## src/rtl/uart_tx.sv

```systemverilog
// Write-only 8N1 UART transmitter with a byte FIFO and a same-cycle accept/reject error flag.
// Optional: define UART_SIM_PRINT_EN to echo every accepted byte to the simulator console.
module uart_tx #(
  parameter int unsigned CLK_DIV    = 16,
  parameter int unsigned FIFO_DEPTH = 8,
  parameter int unsigned FIFO_AW    = 3
) (
  input  logic             clk,
  input  logic             rst_n,
  input  logic             uart_cen,
  input  logic             uart_wr,
  input  logic [7:0]       uart_wdata,
  output logic             uart_error,
  output logic             uart_txd,
  output logic             tx_busy,
  output logic [FIFO_AW:0] fifo_level
);

  localparam int unsigned BAUD_W = $clog2(CLK_DIV);
  localparam int unsigned LVL_W  = FIFO_AW + 1;
  localparam logic [BAUD_W-1:0] BAUD_RELOAD = BAUD_W'(CLK_DIV - 1);
  localparam logic [LVL_W-1:0]  LVL_FULL    = LVL_W'(FIFO_DEPTH);

  typedef enum logic [1:0] {IDLE, START, DATA, STOP} state_e;

  state_e              state_q;
  logic [BAUD_W-1:0]   baud_q;
  logic [2:0]          bit_q;
  logic [7:0]          shift_q;
  logic                txd_q;
  logic [7:0]          mem_q [FIFO_DEPTH];
  logic [FIFO_AW-1:0]  wptr_q;
  logic [FIFO_AW-1:0]  rptr_q;
  logic [LVL_W-1:0]    level_q;

  logic full_c, empty_c, push_c, pop_c, baud_done_c;

  assign full_c      = (level_q == LVL_FULL);
  assign empty_c     = (level_q == '0);
  assign baud_done_c = (baud_q == '0);
  assign push_c      = uart_cen & uart_wr & ~full_c;
  // Pop when idle, or at the last cycle of a stop bit so frames run back-to-back.
  assign pop_c       = ~empty_c & ((state_q == IDLE) | ((state_q == STOP) & baud_done_c));

  assign uart_error  = uart_cen & (~uart_wr | full_c);
  assign uart_txd    = txd_q;
  assign tx_busy     = (state_q != IDLE) | ~empty_c;
  assign fifo_level  = level_q;

  // Storage array carries no reset; validity is tracked by level_q.
  always_ff @(posedge clk) begin
    if (push_c) mem_q[wptr_q] <= uart_wdata;
  end

  always_ff @(posedge clk or negedge rst_n) begin
    if (!rst_n) begin
      wptr_q  <= '0;
      rptr_q  <= '0;
      level_q <= '0;
    end else begin
      if (push_c) wptr_q <= wptr_q + FIFO_AW'(1);
      if (pop_c)  rptr_q <= rptr_q + FIFO_AW'(1);
      case ({push_c, pop_c})
        2'b10:   level_q <= level_q + LVL_W'(1);
        2'b01:   level_q <= level_q - LVL_W'(1);
        default: level_q <= level_q;
      endcase
    end
  end

  always_ff @(posedge clk or negedge rst_n) begin
    if (!rst_n) begin
      state_q <= IDLE;
      baud_q  <= '0;
      bit_q   <= '0;
      shift_q <= '0;
      txd_q   <= 1'b1;
    end else begin
      case (state_q)
        IDLE: begin
          txd_q <= 1'b1;
          if (pop_c) begin
            shift_q <= mem_q[rptr_q];
            baud_q  <= BAUD_RELOAD;
            txd_q   <= 1'b0;
            state_q <= START;
          end
        end
        START: begin
          if (baud_done_c) begin
            baud_q  <= BAUD_RELOAD;
            bit_q   <= '0;
            txd_q   <= shift_q[0];
            state_q <= DATA;
          end else begin
            baud_q <= baud_q - BAUD_W'(1);
          end
        end
        DATA: begin
          if (baud_done_c) begin
            baud_q <= BAUD_RELOAD;
            if (bit_q == 3'd7) begin
              txd_q   <= 1'b1;
              state_q <= STOP;
            end else begin
              bit_q   <= bit_q + 3'd1;
              shift_q <= {1'b0, shift_q[7:1]};
              txd_q   <= shift_q[1];
            end
          end else begin
            baud_q <= baud_q - BAUD_W'(1);
          end
        end
        STOP: begin
          if (baud_done_c) begin
            if (pop_c) begin
              shift_q <= mem_q[rptr_q];
              baud_q  <= BAUD_RELOAD;
              txd_q   <= 1'b0;
              state_q <= START;
            end else begin
              txd_q   <= 1'b1;
              state_q <= IDLE;
            end
          end else begin
            baud_q <= baud_q - BAUD_W'(1);
          end
        end
        default: begin
          txd_q   <= 1'b1;
          state_q <= IDLE;
        end
      endcase
    end
  end

`ifdef UART_SIM_PRINT_EN
  always_ff @(posedge clk) begin
    if (push_c) $write("%c", uart_wdata);
  end
`endif

endmodule
```

## config.mk

```make
export PLATFORM = sky130hd
export DESIGN_NAME = uart_tx
export DESIGN_NICKNAME = d
export VERILOG_FILES = /design/src/rtl/uart_tx.sv
export SDC_FILE = /design/constraint.sdc
export NUM_CORES = 1
export LEC_CHECK = 0
export ABC_AREA = 1
export CORE_MARGIN = 5
export CORE_UTILIZATION = 54
export DETAILED_ROUTE_END_ITERATION = 10
export PLACE_DENSITY = 0.75
export RECOVER_POWER = 25
export SYNTH_ARGS = -nofsm -noshare
export SYNTH_HDL_FRONTEND = slang
export SYNTH_SLANG_ARGS = --single-unit
```

## constraint.sdc

```tcl
create_clock -name clk -period 2.36 [get_ports clk]
set_clock_uncertainty 0.1 [all_clocks]
set_input_delay 0.59 -clock clk [delete_from_list [all_inputs] [get_ports clk]]
set_output_delay 0.59 -clock clk [all_outputs]
set_load 0.01 [all_outputs]
```

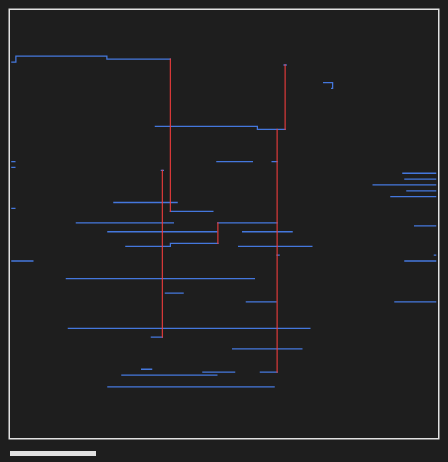
*Signal wires by layer, run 1*
Scale bar: 20 µm. Only two layers are drawn.
M3: shown in blue, wire length 499 µm. M4: shown in red, wire length 150 µm.

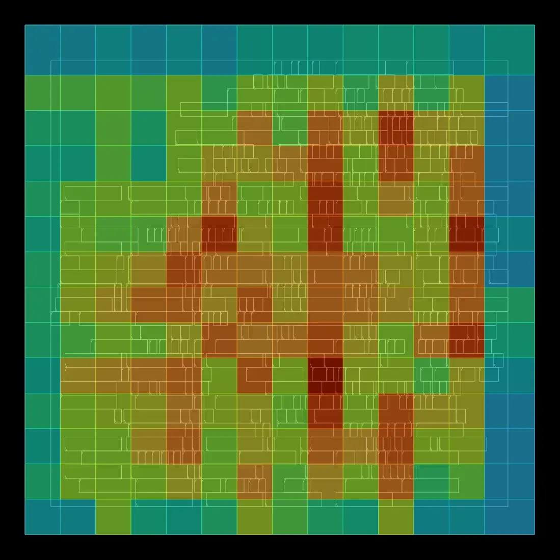
*Routing congestion, run 1*
WL/cell: 14.7 µm
M3 GR Usage: 0.0407
GR Util All Layers: 0.185

==> job_summary.md, run 1 <==
## PnR job results

| Metric | Value |
|---|---|
| Final #Nets | `about 500` |
| Final tally of setup violations | `0` |
| Crit-path max FO | `2` |
| # Cells Yosys | `435` |
| Netlist cell types | `33` |
| GRT overflow | `0` |
| Metal2 WL | `4170 µm` |
| Final ANT Viol Nets | `0` |
| Post-Layout Cell Count | `577` |
| Max Cap Viol | `0` |
| Synthesized instance count | `435` |
| Gp weighted congestion | `0.824` |
| Remaining DRCs | `0` |
| Antenna cells | `0` |
| Pwr dens | `1290 nW/µm²` |
| Synthesized registers | `92` |
| Post-Route WL | `roughly 8500 µm` |
| # fillers | `610` |
| Tool warnings | `31` |
| Final Cycle Share | `0.967` |
| Slew headroom | `0.505` |
| Yosys Chip Area | `4320 µm²` |
| Worst Path Arrival | `~1.6 ns` |
| YS warnings | `0` |
| Syn Std Cell Area | `4320 µm²` |
| DIE HEIGHT | `99.5 µm` |
| Port Buf Inserts | `18` |
| CP max-delay cell | `clkdlybuf4s50_1` |
| Yosys top cell by area | `edfxtp_1` |
| I/O pins | `19` |
| Vias in the first global route | `2,980` |
| Lkg Pwr | `2.11 nW` |
| Top cell area share | `0.444` |
| Top sig layer | `met4` |
| Mapped Avg Cell Area | `9.94 µm²` |
| Vias | `3,028` |
| DRT iter0 DRCs | `around 160` |
| Met3 routed WL | `498 µm` |
| Crit path DRT | `around 1.7 ns` |
| Hpwl dp | `5630 µm` |
| Outcome | `completed` |
| Clk_lat worst skew | `0.37 ns` |
| Antenna violations before repair | `0` |
| # placed instances | `560` |
| Cell family with the largest share of critical-path delay | `buffers and inverters` |
| Synth Seq Share | `0.607` |
| Hold Path Origin | `shift_q[7]` |
| Met1 WL | `~3700 µm` |
| CTS clk-pin slew, worst paths | `0.10 ns` |
| CTS tree | `done` |
| Syn Nets | `~460` |
| Clock sink total | `92` |
| Fp util | `0.557` |
| DR vias/cell | `approximately 5.2` |
| Tightest Pin Transition | `0.743 ns` |
| Total negative slack | `0 ns` |
| First-pass GRT wire length | `14,300 µm` |
| Hold-fix buffer count after cts | `0` |
| Die Size | `about 10000 µm²` |
| VDD IR-drop max | `0.445 mV` |
| Crit path kind | `primary input to primary output` |
| Minimum clock period | `2.28 ns` |
| Ranking of synthesized cells by area | `edfxtp_1 44%, dfrtp_1 16%, nand2_1 11%, nand3_1 5.9%, ha_1 3.8%` |
| CP startpoint | `uart_cen` |
| Root Buffer | `clkbuf_8` |
| CP startpoint kind | `primary input` |
| Fraction of layout cells with a size suffix above 1 | `0.139` |
| Commonest Layout Cell | `nand2_1` |
| Crit-path cells | `clkdlybuf4s50_1 > a21boi_0 > dlygate4sd2_1` |
| Final hold vios | `0` |
| Num CTS Buffers | `9` |
| Drt first pass iters | `4` |
| Max Transition Viols Final | `0` |
| Clock buffer depth | `2` |
| Worst Path Buf+Inv | `2` |
| Area growth from synthesis to layout | `13.5%` |
| Fmax | `438 MHz` |
| Die X | `99.5 µm` |
| Critical Path End Type | `primary output` |
| Worst hold path class | `flop to flop` |
| H-tree depth | `3` |
| Most frequent cells in the layout | `131 x nand2_1, 64 x edfxtp_1, 50 x nand3_1` |
| Worst path max stage delay | `0.50 ns` |
| Largest net degree at the start of global routing | `34` |
| Critical R2R Launch | `state_q[0]` |
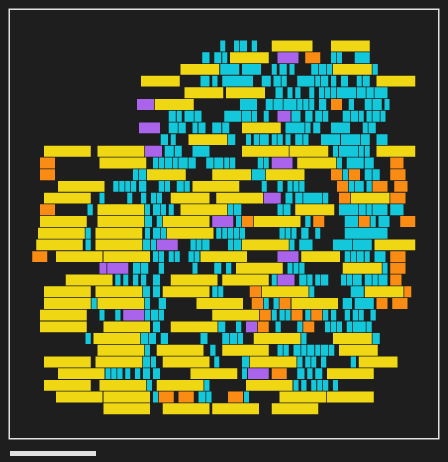
*Placed cells, one colour a class, run 1*
Scale bar: 20 µm.
remaining logic cells: shown in cyan, cells 330. clock drivers and dummy loads: shown in purple, cells 16. remaining buffers and delay cells: shown in orange, cells 37. registers: shown in yellow, cells 92.
Rows: 32
cell area after layout: 4910 µm²
flop share of the area: 0.535
core area: 7770 µm²
Final Util: 0.632

-- run 1: flip-flops by register name, indices dropped and copies added, names as in the netlist --
register    cells
baud_q          4
bit_q           3
fifo_level      4
mem_q          64
rptr_q          3
shift_q         8
state_q         2
uart_txd        1
wptr_q          3
-- run 1: layout make-up --
class / instances / area [µm²] / area share
multi-input combinational: 297 / 1520 / 0.310
clock inverter: 7 / 66.3 / 0.0135
sequential: 92 / 2630 / 0.535
tap: 102 / 128 / 0.0260
inverter: 33 / 126 / 0.0258
timing repair buffer: 37 / 318 / 0.0648
clock buffer: 9 / 124 / 0.0252
-- run 1: power breakdown --
part / internal [mW] / switching [mW]
clock network: 0.414 / 0.638
logic: 1.12 / 1.88
registers: 2.06 / 0.223
-- run 1: through the flow --
step           hold WS, ns  setup WS (ns)  cell area, µm²  total power [mW]
4_1_cts              0.388         0.0595            4880              6.29
3_3_place_gp         0.357         -0.147            4680              5.13
5_1_grt              0.428        -0.0329            4910              6.91
2_1_floorplan        0.194          0.109            4320              4.50
6_report             0.383         0.0780            4910              6.34
3_5_place_dp         0.358         -0.212            4680              5.25
-- run 1: final timing paths --
| check | to | slack (ns) | depth (start not counted) |
|---|---|---|---|
| min reg2reg | shift_q[7] | 0.38 | 2 |
| min | shift_q[7] | 0.38 | 2 |
| max reg2reg | fifo_level[2] | 0.09 | 13 |
| min in group asynchronous | wptr_q[0] | 0.70 | 2 |
| max | uart_error | 0.08 | 3 |
| max in group asynchronous | fifo_level[2] | 0.95 | 2 |
-- run 1: repair_timing --
action | 4_1_cts | 5_1_grt
hold endpoints to repair | 0 | 0
gates resized | 2 | 7
setup buffers | 1 | 0
setup endpoints to repair | 2 | 2
-- run 1: cells in the mapped netlist --
master    count
xor2_1        6
buf_4         5
o21a_1        1
o21ai_0      17
or2_0         2
nor2_2        3
nor2_8        1
nand2_1     132
buf_2         7
inv_4         1
clkinv_1      1
buf_6         1
nand3b_1      1
nand3_1      51
xnor2_1       1
o21ai_1       8
or2_2         5
nand4_1       4
nor2_4        1
inv_2         5
nor2_1       32
ha_1         13
nand2_2       2
dfrtp_1      27
nand3_2       1
edfxtp_1     64
or2_1         2
inv_1        26
dfstp_2       1
o21ai_2       1
a21oi_1       8
nand2_4       4
a21boi_0      1
-- run 1: cells by family (layout without fill, tap and decap cells) --
kind of cell	after synthesis	after routing	synth area share
buffers and inverters	46	86	0.0486
adder cells (fa/ha/maj)	13	13	0.0376
XOR/XNOR	7	7	0.0142
AND/OR/NAND/NOR	241	241	0.249
AND-OR/OR-AND	36	36	0.0437
flip-flops	92	92	0.607
-- run 1: worst register-to-register path, cell delays in order, from the launching register on --
cell and delay, ns:
dfrtp_1 0.39, buf_4 0.15, ha_1 0.22, nand3_2 0.10, nand2_2 0.06, nand2_4 0.06, inv_2 0.04, ha_1 0.19
xor2_1 0.18, ha_1 0.21, a21oi_2 0.14, nor2_1 0.06, nand3b_1 0.15, o21a_1 0.11
-- run 1: routing by layer --
layer | up-vias | global-route usage
met5 | - | 0
met4 | 0 | 0.0641
met3 | 13 | 0.0407
met2 | 60 | 0.305
met1 | 1443 | 0.242
li1 | 1512 | -
### Where the registers sit, run 1

Scale bar: 20 µm. Other sequential cells in the stronger grey, the rest of the logic in the fainter grey.
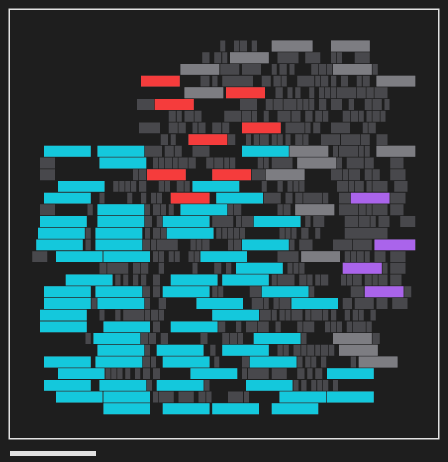

## Run 2: what changed since run 1
--- a/config.mk
+++ b/config.mk
@@ -6,7 +6,6 @@
 export NUM_CORES = 1
 export LEC_CHECK = 0
 export ABC_AREA = 1
-export CORE_MARGIN = 5
 export CORE_UTILIZATION = 54
 export DETAILED_ROUTE_END_ITERATION = 10
 export PLACE_DENSITY = 0.75
@@ -14,3 +13,4 @@
 export SYNTH_ARGS = -nofsm -noshare
 export SYNTH_HDL_FRONTEND = slang
 export SYNTH_SLANG_ARGS = --single-unit
+export TNS_END_PERCENT = 30
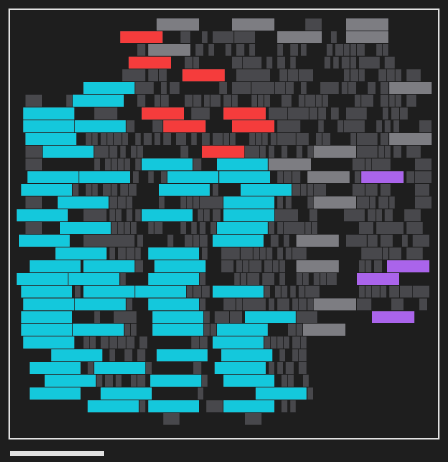
*Where the registers sit, run 2*
Scale bar: 20 µm. Other sequential cells in the stronger grey, the rest of the logic in the fainter grey.
shift_q: shown in red, flops 8, where north. fifo_level: shown in purple, flops 4, where east. mem_q: shown in cyan, flops 64.
Another 16 sequential cells are not coloured.
flop share of the area: 0.535
seq pwr: 2.26 mW
Final Util: 0.634

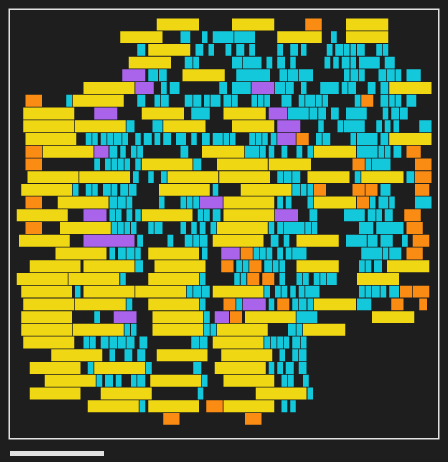
*Placed cells, one colour a class, run 2*
Scale bar: 20 µm.
clock drivers and dummy loads: shown in purple, cells 16. remaining logic cells: shown in cyan, cells 330. registers: shown in yellow, cells 92. remaining buffers and delay cells: shown in orange, cells 36.
cell area after layout: 4900 µm²
core area: 7730 µm²

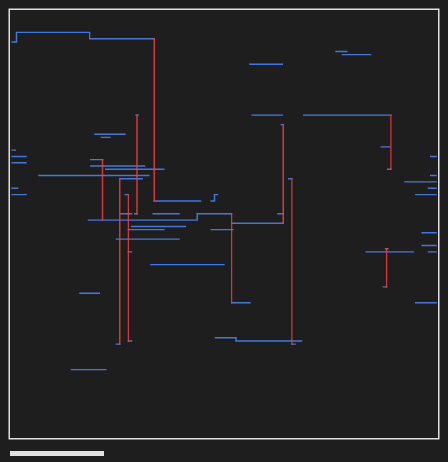
*Signal wires by layer, run 2*
Scale bar: 20 µm. Only two layers are drawn.
M3: shown in blue, wire length 345 µm. M4: shown in red, wire length 231 µm.
Post-Route WL: 8140 µm
vias: 3,050
GR Util All Layers: 0.217
WL/cell: 14.1 µm

==> job_summary.md, run 2 <==
## PnR job results

| Metric | Value |
|---|---|
| Outcome | `completed` |
| Hpwl dp | `5450 µm` |
| Drt first pass iters | `5` |
| Yosys top cell by area | `edfxtp_1` |
| Final ANT Viol Nets | `0` |
| Root Buffer | `clkbuf_8` |
| Synthesized registers | `92` |
| Post-synth EDFFs | `64` |
| Yosys Chip Area | `4320 µm²` |
| Final Cycle Share | `0.970` |
| Final tally of setup violations | `0` |
| Final hold vios | `0` |
| Fp util | `0.560` |
| Ranking of synthesized cells by area | `edfxtp_1 44%, dfrtp_1 16%, nand2_1 11%, nand3_1 5.9%, ha_1 3.8%` |
| Largest net degree at the start of global routing | `34` |
| Reg2Reg Depth | `13` |
| Num CTS Buffers | `9` |
| Fraction of layout cells with a size suffix above 1 | `0.129` |
| Top_reg_cell synth | `edfxtp_1` |
| Antenna cells | `0` |
| Port Buf Inserts | `18` |
| Worst Path Arrival | `1.60 ns` |
| Tool warnings | `32` |
| CP startpoint kind | `flop` |
| Critical R2R Launch | `state_q[0]` |
| CTS tree | `done` |
| Top reg by flops | `mem_q` |
| Final #Nets | `a little under 500` |
| CTS clk-pin slew, worst paths | `0.09 ns` |
| Commonest cells post-synth | `132 x nand2_1, 64 x edfxtp_1, 51 x nand3_1` |
| Minimum clock period | `2.29 ns` |
| YS warnings | `0` |
| Gp weighted congestion | `between 0.8 and 0.9` |
| Crit-path max FO | `5` |
| Die Size | `8370 µm²` |
| DR vias/cell | `5.30` |
| Hold Path Sink | `shift_q[7]` |
| Tightest Pin Transition | `about 0.71 ns` |
| Vias in the first global route | `slightly below 3,000` |
| # placed instances | `560` |
| Synth top cell by count | `nand2_1` |
| CP max-delay cell | `dfrtp_1` |
| I/O pins | `19` |
| Total negative slack | `0 ns` |
| Crit path kind | `flop to primary output` |
| Lkg Pwr | `approximately 2.1 nW` |
| Max Transition Viols Final | `0` |
| Commonest Layout Cell | `nand2_1` |
| Netlist cell types | `33` |
| Synth Seq Share | `0.607` |
| Asr flop ratio synth | `0.304` |
| Syn Std Cell Area | `4320 µm²` |
| Worst hold path class | `flop to flop` |
| VDD IR-drop max | `0.590 mV` |
| First-pass GRT wire length | `~14,000 µm` |
| Capturing point of the worst reg2reg path | `fifo_level[2]` |
| Antenna violations before repair | `0` |
| DIE HEIGHT | `91.5 µm` |
| Pwr dens | `1300 nW/µm²` |
| Crit-path cells | `inv_1 > ha_1 > nand4_1 > dlygate4sd2_1` |
| Syn Nets | `roughly 460` |
| Die X | `91.5 µm` |
| Worst path max stage delay | `approximately 0.44 ns` |
| Clk_lat worst skew | `0.37 ns` |
| Fmax | `~440 MHz` |
| Top cell area share | `0.444` |
| Critical Path End Type | `primary output` |
| # fillers | `621` |
-- run 2: cell counts after synthesis --
No cell type changed its count.
-- run 2: kinds of logic (layout without fill, tap and decap cells) --
kind of cell    Yosys count  count (layout)  synth area share
simple gates            241             241             0.249
flops                    92              92             0.607
buf+inv                  46              85            0.0486
compound gates           36              36            0.0437
fa+ha+maj                13              13            0.0376
xor+xnor                  7               7            0.0142
-- run 2: how the worst max path moves through the flow --
| stage | endpoint | slack [ns] | from | cells past startpoint |
|---|---|---|---|---|
| floorplan | fifo_level[2] | 0.11 | state_q[0] | 12 |
| global placement | uart_error | -0.14 | uart_cen | 3 |
| detailed placement | uart_error | -0.22 | uart_cen | 3 |
| CTS | tx_busy | 0.04 | state_q[1] | 4 |
| global route | fifo_level[2] | -0.04 | state_q[0] | 13 |
| finish | tx_busy | 0.07 | state_q[0] | 4 |
-- run 2: where the power goes --
group          switching (mW)  total [mW]  internal (mW)
clock                   0.617        1.14          0.523
combinational            1.89        2.98           1.09
sequential              0.197        2.26           2.06
total                    2.70        6.38           3.68
-- run 2: per-layer routing --
layer,part of all wire,track usage,vias up
li1,-,-,1510
met1,0.44,0.287,1435
met2,0.49,0.343,81
met3,0.042,0.0452,24
met4,0.028,0.104,0
met5,0,0,-
-- run 2: stage by stage --
step	power, mW	worst slack [ns]	hold WS [ns]	cell area, µm²
5_1_grt	6.92	-0.0367	0.421	4900
3_5_place_dp	5.26	-0.221	0.357	4680
4_1_cts	6.39	0.0411	0.386	4900
2_1_floorplan	4.50	0.109	0.194	4320
3_3_place_gp	5.14	-0.141	0.358	4680
6_report	6.38	0.0703	0.383	4900
-- run 2: critical path, delay by kind of cell, from the launching register on --
kind                       cells  cell delay (ns)
DFF                            1             0.44
and+or+nand+nor                1             0.17
buffers and inverters          2             0.45
adders and majority gates      1             0.18
-- run 2: what timing repair did --
action	CTS	global route
resized	3	2
gates cloned	0	0
setup endpoints to repair	2	3
-- run 2: final cells by class --
type | instances | area (µm²) | share of cell area
Timing Repair Buffer | 36 | 310 | 0.0633
Multi-Input combinational cell | 297 | 1500 | 0.306
Inverter | 33 | 126 | 0.0258
Clock buffer | 9 | 124 | 0.0253
Clock inverter | 7 | 92.6 | 0.0189
Tap cell | 102 | 128 | 0.0260
Sequential cell | 92 | 2620 | 0.535
Power figures rest on the tool's default switching activity, not on a simulated workload.
